`src/rtl/seven_seg_scan_driver_pkg.sv`:
```
// rtl/seven_seg_scan_driver_pkg.sv - shared glyph codes and segment constants
package seven_seg_scan_driver_pkg;

    localparam int CODE_W = 5;

    localparam logic [CODE_W-1:0] GLYPH_I     = 5'h10;
    localparam logic [CODE_W-1:0] GLYPH_P     = 5'h11;
    localparam logic [CODE_W-1:0] GLYPH_DASH  = 5'h12;
    localparam logic [CODE_W-1:0] GLYPH_BLANK = 5'h1F;

    // Segment order {g,f,e,d,c,b,a}, active-low: all ones means dark.
    localparam logic [6:0] SEG_BLANK = 7'h7F;

endpackage

```
`src/rtl/seven_seg_scan_driver_if.sv`:
```
// rtl/seven_seg_scan_driver_if.sv - control-side and pin-side signals of the scan driver
interface seven_seg_scan_driver_if #(
    parameter int N_DIGITS = 4
);
    import seven_seg_scan_driver_pkg::*;

    logic                       en;
    logic                       load;
    logic [CODE_W*N_DIGITS-1:0] digit_codes;
    logic [N_DIGITS-1:0]        dp_in;
    logic [6:0]                 seg_n;
    logic                       dp_n;
    logic [N_DIGITS-1:0]        an_n;
    logic                       pending;
    logic                       frame_done;

    modport master (
        output en, load, digit_codes, dp_in,
        input  seg_n, dp_n, an_n, pending, frame_done
    );

    modport slave (
        input  en, load, digit_codes, dp_in,
        output seg_n, dp_n, an_n, pending, frame_done
    );

endinterface

```
`src/rtl/seven_seg_scan_driver_glyph_decoder.sv`:
```
// rtl/seven_seg_scan_driver_glyph_decoder.sv - 5-bit glyph code to active-low segment pattern
module seven_seg_scan_driver_glyph_decoder
    import seven_seg_scan_driver_pkg::*;
(
    input  logic [CODE_W-1:0] code,
    output logic [6:0]        seg_n
);

    // Hex digits, three status letters, everything else dark.
    always_comb begin
        seg_n = SEG_BLANK;
        case (code)
            5'h00:      seg_n = 7'b1000000;
            5'h01:      seg_n = 7'b1111001;
            5'h02:      seg_n = 7'b0100100;
            5'h03:      seg_n = 7'b0110000;
            5'h04:      seg_n = 7'b0011001;
            5'h05:      seg_n = 7'b0010010;
            5'h06:      seg_n = 7'b0000010;
            5'h07:      seg_n = 7'b1111000;
            5'h08:      seg_n = 7'b0000000;
            5'h09:      seg_n = 7'b0010000;
            5'h0A:      seg_n = 7'b0001000;
            5'h0B:      seg_n = 7'b0000011;
            5'h0C:      seg_n = 7'b1000110;
            5'h0D:      seg_n = 7'b0100001;
            5'h0E:      seg_n = 7'b0000110;
            5'h0F:      seg_n = 7'b0001110;
            GLYPH_I:    seg_n = 7'b1001111;
            GLYPH_P:    seg_n = 7'b0001100;
            GLYPH_DASH: seg_n = 7'b0111111;
            default:    seg_n = SEG_BLANK;
        endcase
    end

endmodule

```
`src/rtl/seven_seg_scan_driver.sv`:
```
// rtl/seven_seg_scan_driver.sv - time-multiplexed N-digit display driver with double-buffered codes
module seven_seg_scan_driver
    import seven_seg_scan_driver_pkg::*;
#(
    parameter int N_DIGITS     = 4,
    parameter int DWELL_CYCLES = 50000,
    parameter int BLANK_CYCLES = 500
) (
    input  logic                       clk,
    input  logic                       reset_n,
    seven_seg_scan_driver_if.slave     bus
);

    localparam int CNT_W = $clog2(DWELL_CYCLES);
    localparam int IDX_W = (N_DIGITS > 1) ? $clog2(N_DIGITS) : 1;
    localparam int BUF_W = CODE_W * N_DIGITS;

    logic [CNT_W-1:0]    cnt;
    logic [IDX_W-1:0]    idx;
    logic [BUF_W-1:0]    stage_codes;
    logic [N_DIGITS-1:0] stage_dp;
    logic [BUF_W-1:0]    disp_codes;
    logic [N_DIGITS-1:0] disp_dp;

    logic                slot_end;
    logic                frame_wrap;
    logic                lit;
    logic [CODE_W-1:0]   cur_code;
    logic [6:0]          cur_seg_n;

    // Slot/frame boundaries and the visible part of each slot.
    always_comb begin
        slot_end   = (cnt == CNT_W'(DWELL_CYCLES - 1));
        frame_wrap = bus.en && slot_end && (idx == IDX_W'(N_DIGITS - 1));
        lit        = bus.en && (cnt < CNT_W'(DWELL_CYCLES - BLANK_CYCLES));
        cur_code   = disp_codes[CODE_W*idx +: CODE_W];
    end

    seven_seg_scan_driver_glyph_decoder u_decoder (
        .code  (cur_code),
        .seg_n (cur_seg_n)
    );

    // Scan position: slot counter and digit index, frozen while disabled.
    always_ff @(posedge clk or negedge reset_n) begin
        if (!reset_n) begin
            cnt <= '0;
            idx <= '0;
        end else if (bus.en) begin
            if (slot_end) begin
                cnt <= '0;
                idx <= (idx == IDX_W'(N_DIGITS - 1)) ? '0 : idx + IDX_W'(1);
            end else begin
                cnt <= cnt + CNT_W'(1);
            end
        end
    end

    // Double buffer: load fills staging, only the frame wrap moves it to display,
    // so a frame never shows a mix of old and new codes.
    always_ff @(posedge clk or negedge reset_n) begin
        if (!reset_n) begin
            stage_codes    <= {N_DIGITS{GLYPH_BLANK}};
            stage_dp       <= '0;
            disp_codes     <= {N_DIGITS{GLYPH_BLANK}};
            disp_dp        <= '0;
            bus.pending    <= 1'b0;
            bus.frame_done <= 1'b0;
        end else begin
            bus.frame_done <= frame_wrap;
            if (frame_wrap) begin
                disp_codes <= stage_codes;
                disp_dp    <= stage_dp;
            end
            if (bus.load) begin
                stage_codes <= bus.digit_codes;
                stage_dp    <= bus.dp_in;
            end
            // A load on the wrap edge refills staging, so pending must stay set.
            if (bus.load)
                bus.pending <= 1'b1;
            else if (frame_wrap)
                bus.pending <= 1'b0;
        end
    end

    // Registered pin drive: one anode low during the lit part of a slot, else dark.
    always_ff @(posedge clk or negedge reset_n) begin
        if (!reset_n) begin
            bus.an_n  <= '1;
            bus.seg_n <= SEG_BLANK;
            bus.dp_n  <= 1'b1;
        end else if (lit) begin
            bus.an_n  <= ~(N_DIGITS'(1) << idx);
            bus.seg_n <= cur_seg_n;
            bus.dp_n  <= ~disp_dp[idx];
        end else begin
            bus.an_n  <= '1;
            bus.seg_n <= SEG_BLANK;
            bus.dp_n  <= 1'b1;
        end
    end

endmodule

```
`src/flat_wrapper.sv`:
```
// flat-port wrapper written by rule: the top's interface ports become plain ports
module seven_seg_scan_driver_flat import seven_seg_scan_driver_pkg::*;
#(
    parameter int N_DIGITS     = 4,
    parameter int DWELL_CYCLES = 50000,
    parameter int BLANK_CYCLES = 500
)
  (clk, reset_n, bus_en, bus_load, bus_digit_codes, bus_dp_in, bus_seg_n, bus_dp_n, bus_an_n, bus_pending, bus_frame_done);
  seven_seg_scan_driver_if #(.N_DIGITS(N_DIGITS)) bus_i ();
  input  logic clk;
  input  logic reset_n;
  input wire logic [$bits(bus_i.en)-1:0] bus_en;
  input wire logic [$bits(bus_i.load)-1:0] bus_load;
  input wire logic [$bits(bus_i.digit_codes)-1:0] bus_digit_codes;
  input wire logic [$bits(bus_i.dp_in)-1:0] bus_dp_in;
  output wire logic [$bits(bus_i.seg_n)-1:0] bus_seg_n;
  output wire logic [$bits(bus_i.dp_n)-1:0] bus_dp_n;
  output wire logic [$bits(bus_i.an_n)-1:0] bus_an_n;
  output wire logic [$bits(bus_i.pending)-1:0] bus_pending;
  output wire logic [$bits(bus_i.frame_done)-1:0] bus_frame_done;
  assign bus_i.en = bus_en;
  assign bus_i.load = bus_load;
  assign bus_i.digit_codes = bus_digit_codes;
  assign bus_i.dp_in = bus_dp_in;
  assign bus_seg_n = bus_i.seg_n;
  assign bus_dp_n = bus_i.dp_n;
  assign bus_an_n = bus_i.an_n;
  assign bus_pending = bus_i.pending;
  assign bus_frame_done = bus_i.frame_done;
  seven_seg_scan_driver #(.N_DIGITS(N_DIGITS), .DWELL_CYCLES(DWELL_CYCLES), .BLANK_CYCLES(BLANK_CYCLES)) u_core (.clk(clk), .reset_n(reset_n), .bus(bus_i));
endmodule
```
`config.mk`:
```
export PLATFORM = sky130hd
export DESIGN_NAME = seven_seg_scan_driver_flat
export DESIGN_NICKNAME = d
export VERILOG_FILES = /design/src/rtl/seven_seg_scan_driver_pkg.sv /design/src/rtl/seven_seg_scan_driver_if.sv /design/src/rtl/seven_seg_scan_driver_glyph_decoder.sv /design/src/rtl/seven_seg_scan_driver.sv /design/src/flat_wrapper.sv
export SDC_FILE = /design/constraint.sdc
export NUM_CORES = 1
export LEC_CHECK = 0
export CAP_MARGIN = 20
export CELL_PAD_IN_SITES_DETAIL_PLACEMENT = 1
export CELL_PAD_IN_SITES_GLOBAL_PLACEMENT = 1
export CORE_AREA = 3 3 77 133
export DETAILED_ROUTE_END_ITERATION = 6
export DIE_AREA = 0 0 80 136
export PLACE_DENSITY_LB_ADDON = 0.12
export SLEW_MARGIN = 20
export SYNTH_ARGS = -nofsm -noshare
export SYNTH_HDL_FRONTEND = slang
export SYNTH_SLANG_ARGS = --single-unit
```
`constraint.sdc`:
```
create_clock -name clk -period 2 [get_ports clk]
set_clock_uncertainty 0.15 [all_clocks]
set_input_delay 0.5 -clock clk [delete_from_list [all_inputs] [get_ports clk]]
set_output_delay 0.5 -clock clk [all_outputs]
set_load 0.005 [all_outputs]
```
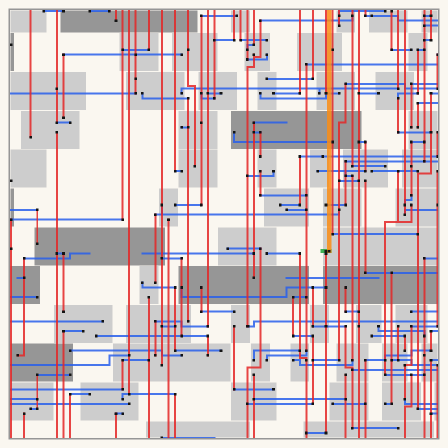
run_1/detail.png
Region (25, 26) to (55, 56) um. Cells in grey, sequential cells in the stronger grey; small squares are vias.
- orange: metal 4
- green: metal 3
- blue: metal 1
- red: metal 2
- netlist names of flops here include: u_core.cnt (3)
- cells with their middle in the window: 51
- most frequent: buf_4 (10), nand2_1 (5)
- sequential cells in the window: 5

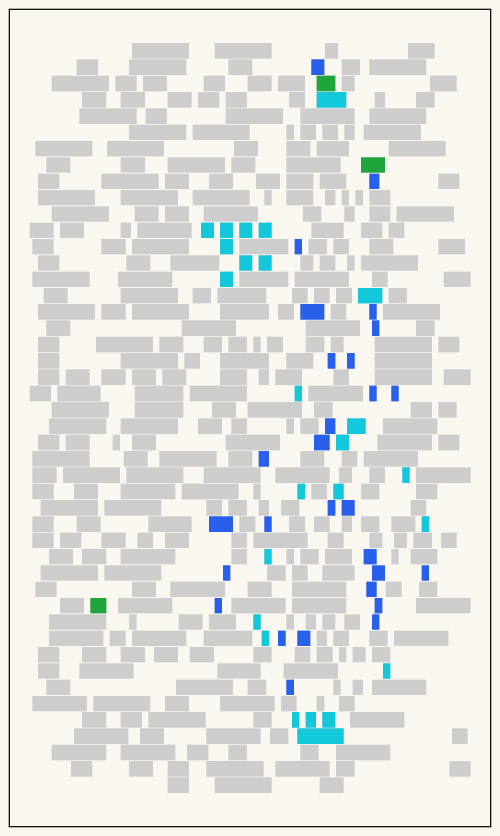
run_1/logic_types.png
Drawn at 6 px/um.
- blue: NAND gates (cells 28; most used nand2_1)
- green: AND-OR and OR-AND gates (cells 3)
- cyan: NOR gates (cells 25; most used nor2_1)

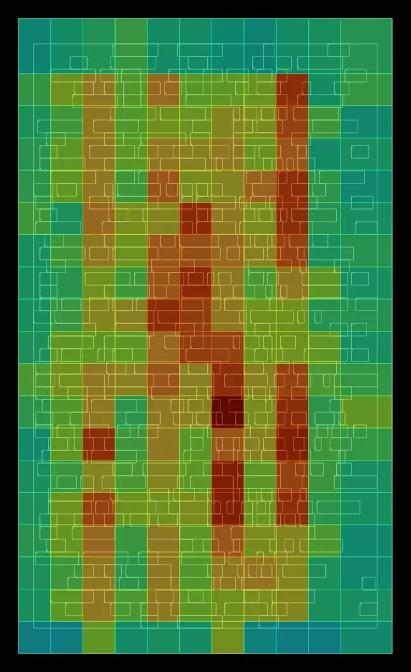
run_1/congestion.png
final core utilization: 0.554
GRT Total Usage: 0.170

==> results.cfg, run 1 <==
; yosys + openroad results
[run_status]
violations = setup timing
status = complete, but fails checks

[die]
core_util_floorplan = 0.419
pin_count = 42

[pwr]
comb_power_uw = 401
power_mw = 3.80
largestPowerGroup = sequential cells

[yosys]
ys_types = 52
ys_sh_xor = 0.0386

[placed_design]
port_buffers = 41
hpwlAfterDp_um = 6520

[sta]
rsz0062_at_grt = yes
final_max_slew_viol_count = 0
fin_ws_ns = -0.121
finalSetupViolCount = 6

[critical_path]
cp_slowest_stage_delay_ns = 0.59
rrSetupSlack_ns = -0.12
r2r-start = u_core.idx[0]

[run]
warnings = 38

[layout]
fillers = 927

[grt]
gr-usage-met1 = 0.184

[drt]
drt_iter0_drc = 47

[clock_network]
clockBufferDepth = 2
[run 1: how the worst max path moves through the flow]
stage,start,end,slack [ns],cells after the start
detailed placement,bus_en,u_core.disp_codes[3],-0.30,6
floorplan,u_core.idx[0],u_core.bus.seg_n[6],-0.08,6
global placement,bus_en,u_core.disp_dp[3],-0.30,6
finish,u_core.idx[0],u_core.bus.seg_n[6],-0.12,6
global route,u_core.idx[0],u_core.bus.seg_n[6],-0.18,6
CTS,u_core.idx[0],u_core.bus.seg_n[6],-0.14,6
[run 1: registers in the layout, indices dropped and copies added (netlist names)]
signal,cells
u_core.bus.seg_n,7
u_core.bus.dp_n,1
u_core.stage_dp,4
u_core.disp_dp,4
u_core.stage_codes,20
u_core.bus.frame_done,1
u_core.bus.pending,1
u_core.bus.an_n,4
u_core.disp_codes,20
u_core.idx,2
u_core.cnt,16
==> inputs of run 2 (changes only) <==
- PLACE_DENSITY_LB_ADDON: 0.12 -> 0.1
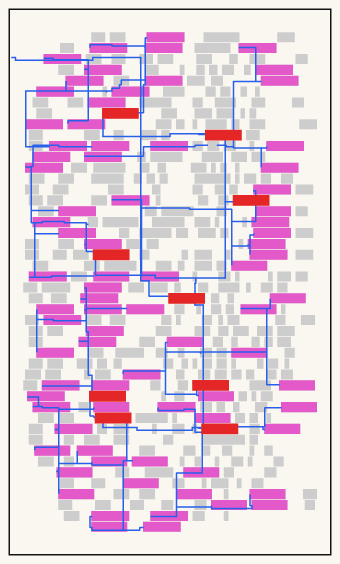
run_2/clk_routes.png
Drawn at 4 px/um.
- magenta: flip-flops (count 80)
- blue: clock wires (length 1110 um)
- red: clock drivers (count 9)
- flops lie: all over the die

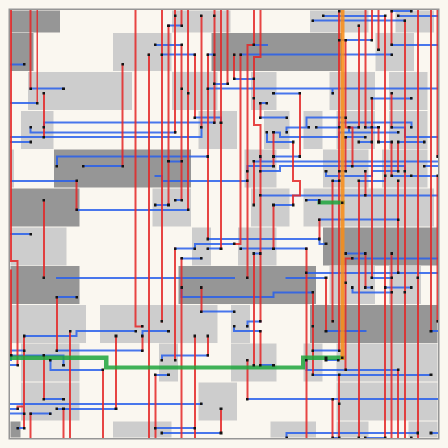
run_2/detail.png
Region (25, 26) to (55, 56) um. Cells in grey, sequential cells in the stronger grey; small squares are vias.
- blue: metal 1
- green: metal 3
- red: metal 2
- orange: metal 4
- most frequent: buf_4 (8), dfrtp_1 (4), clkbuf_16 (3)
- cells with their middle in the window: 44
- sequential cells in the window: 7
- netlist names of flops here include: u_core.cnt (4), u_core.disp_codes (2)

==> run 2 against run 1 <==
The run still ends with setup timing left. Clock-buffer cell count fell by 2. Largest power group unchanged. Via count rose by 1.9%. Non-clock buffer count rose by 3. Maximum frequency fell by 0.55%. Die size did not move. Worst hold slack got worse by 0.013 ns. Core utilization rose by 0.53 points. Design area rose by 0.96%. Sequential share of layout area fell by 0.36 points. Worst setup slack got worse by 0.012 ns.
==> results.cfg, run 2 <==
; yosys + openroad results
[yosys]
ys_types = 52
ys_top_cells_by_count = dfstp_2 (52), mux2_2 (46), dfrtp_1 (28)
synthMuxAreaShare = 0.213
syn_nets = 327
ys_sh_xor = 0.0386

[clock_network]
postCtsHoldBufs = 1
clockBufferDepth = 2

[pwr]
comb_power_uw = 430
p_leak_nw = 2.19
largestPowerGroup = sequential cells
power_mw = 3.99
pg_seq_mw = 1.91

[drt]
antenna_left = 0
avgViaCountPerCell = 5.18
drt_pass1_iterations = 4
wl_met3_um = 259
drt_iter0_drc = 77

[placed_design]
port_buffers = 41
placedInstanceArea_um2 = 4700
hpwlAfterDp_um = 6620

[hold_path]
holdCritPathClass = reg2reg

[sta]
rsz0062_at_grt = yes
finalSetupViolCount = 5
fin_ws_ns = -0.133
final_max_slew_viol_count = 0

[grt]
grt_pass1_vias = 2836
grt_max_degree = 43
grt.total_usage = 0.176
gr-usage-met1 = 0.184

[run]
warnings = 38

[critical_path]
cp_max_fo = 4
worstSetupPathType = reg2reg
r2r-start = u_core.idx[0]
rrSetupSlack_ns = -0.13

[layout]
fillers = 937
final_cell_mix = dfstp_2 (52), mux2_2 (46), buf_4 (40)
comb-cell-share = 0.340
post-route-util = 0.559
top_regs = u_core.disp_codes (20), u_core.stage_codes (20), u_core.cnt (16)
instances_no_fill = 501

[run_status]
violations = setup timing
status = complete, but fails checks

[die]
core_util_floorplan = 0.419
pin_count = 42
-- run 2: cell counts after synthesis --
Identical to the previous run, type by type.
-- run 2: worst max-delay path, stage by stage, from the launching register on --
cell      delay [ns]
dfrtp_2         0.41
buf_6           0.12
mux4_2          0.58
ha_4            0.22
mux2_4          0.27
a221oi_2        0.22
o21ai_1         0.09
-- run 2: worst max-delay path by stage --
stage	from	to	cells past startpoint
4_1_cts	u_core.idx[0]	u_core.bus.seg_n[6]	6
2_1_floorplan	u_core.idx[0]	u_core.bus.seg_n[6]	6
3_3_place_gp	bus_en	u_core.disp_codes[8]	6
6_report	u_core.idx[0]	u_core.bus.seg_n[6]	6
5_1_grt	u_core.idx[0]	u_core.bus.seg_n[5]	8
3_5_place_dp	bus_en	u_core.disp_codes[10]	6
==> inputs of run 3 (changes only) <==
- ABC_CLOCK_PERIOD_IN_PS: unset -> 1700
- clock period: 2 -> 1.7 ns (I/O delays scaled with it)
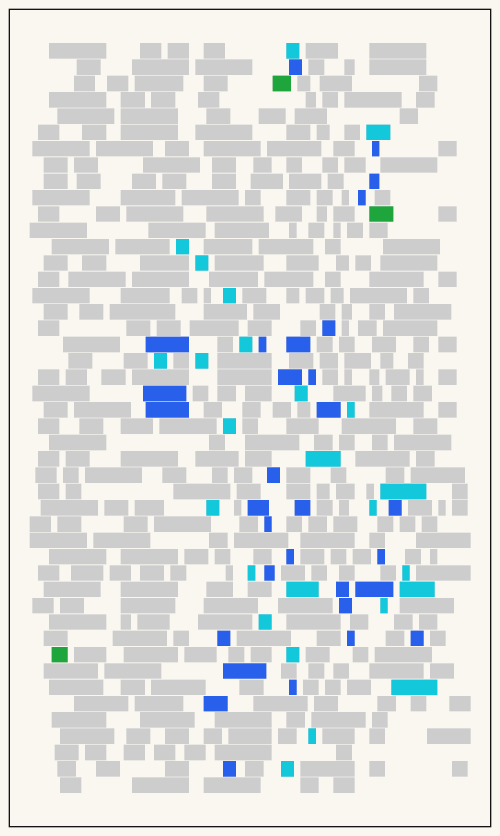
run_3/logic_types.png
Drawn at 6 px/um.
Finished Layout Cells: 537
most numerous logic cell after layout: buf_4
Comb/total area: 0.347

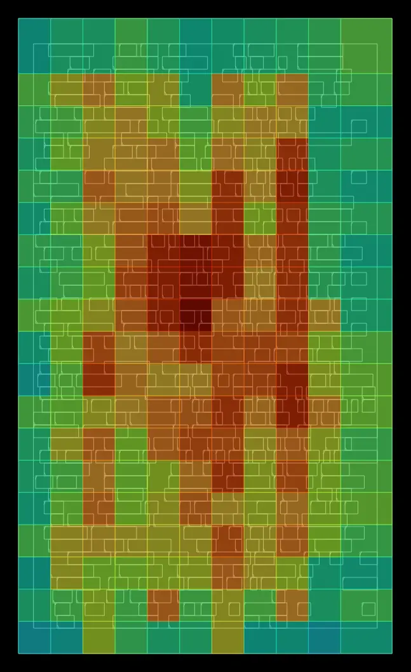
run_3/congestion.png
GRT Total Usage: 0.204
drt wl/cell: 20.6 um
grt met1 use: 0.190
M2 GR Usage: 0.419

==> run 3 against run 2 <==
The flow still finishes with violations (setup timing). Sequential power increased by 16%. First-iteration DRC count increased by 48%. Cell count increased by 7.2%. Core utilization increased by 5.7 points. Worst hold slack improved by 0.017 ns. Worst setup slack got worse by 0.27 ns. Largest power group unchanged.
==> results.cfg, run 3 <==
; yosys + openroad results
[drt]
drt_pass1_iterations = 4

[yosys]
syn_nets = 327
ys_top_cells_by_count = dfstp_2 (52), mux2_2 (46), dfrtp_1 (28)

[sta]
fin_ws_ns = -0.404
final_max_slew_viol_count = 0
finalSetupViolCount = 44

[pwr]
power_mw = 5.07
largestPowerGroup = sequential cells
comb_power_uw = 787
pg_seq_mw = 2.22
p_leak_nw = 2.45

[critical_path]
cp_slowest_stage_delay_ns = 0.64
critPathSlowestCell = mux4_2
cp_max_fo = 5
cp.depth = 6

[run_status]
status = complete, but fails checks
violations = setup timing

[die]
core_util_floorplan = 0.419

[grt]
grt_max_degree = 81
grt_pass1_vias = 3278

[layout]
fillers = 924
post-route-util = 0.616
top_regs = u_core.disp_codes (20), u_core.stage_codes (20), u_core.cnt (16)

[placed_design]
placedInstanceArea_um2 = 4880
port_buffers = 41

[hold_path]
holdCritPathClass = reg2reg
==> run 3: logic make-up after synthesis <==
logic type / share of synthesized area
flops: 0.536
simple gates: 0.0976
mux: 0.213
compound gates: 0.0444
buf+inv: 0.0318
xor+xnor: 0.0386
fa+ha+maj: 0.0389
==> run 3: how the worst min path moves through the flow <==
stage                                   from               endpoint  slack (ns)  depth (start not counted)
after floorplan                      reset_n  u_core.bus.frame_done       -0.02                          0
after global placement               reset_n          u_core.cnt[2]        0.33                          2
after detailed placement             reset_n         u_core.cnt[11]        0.33                          2
after CTS                 u_core.bus.pending     u_core.bus.pending        0.35                          1
after global routing      u_core.stage_dp[3]      u_core.disp_dp[3]        0.38                          1
final                     u_core.bus.pending     u_core.bus.pending        0.35                          1
Power is estimated from default activity; no workload was simulated.
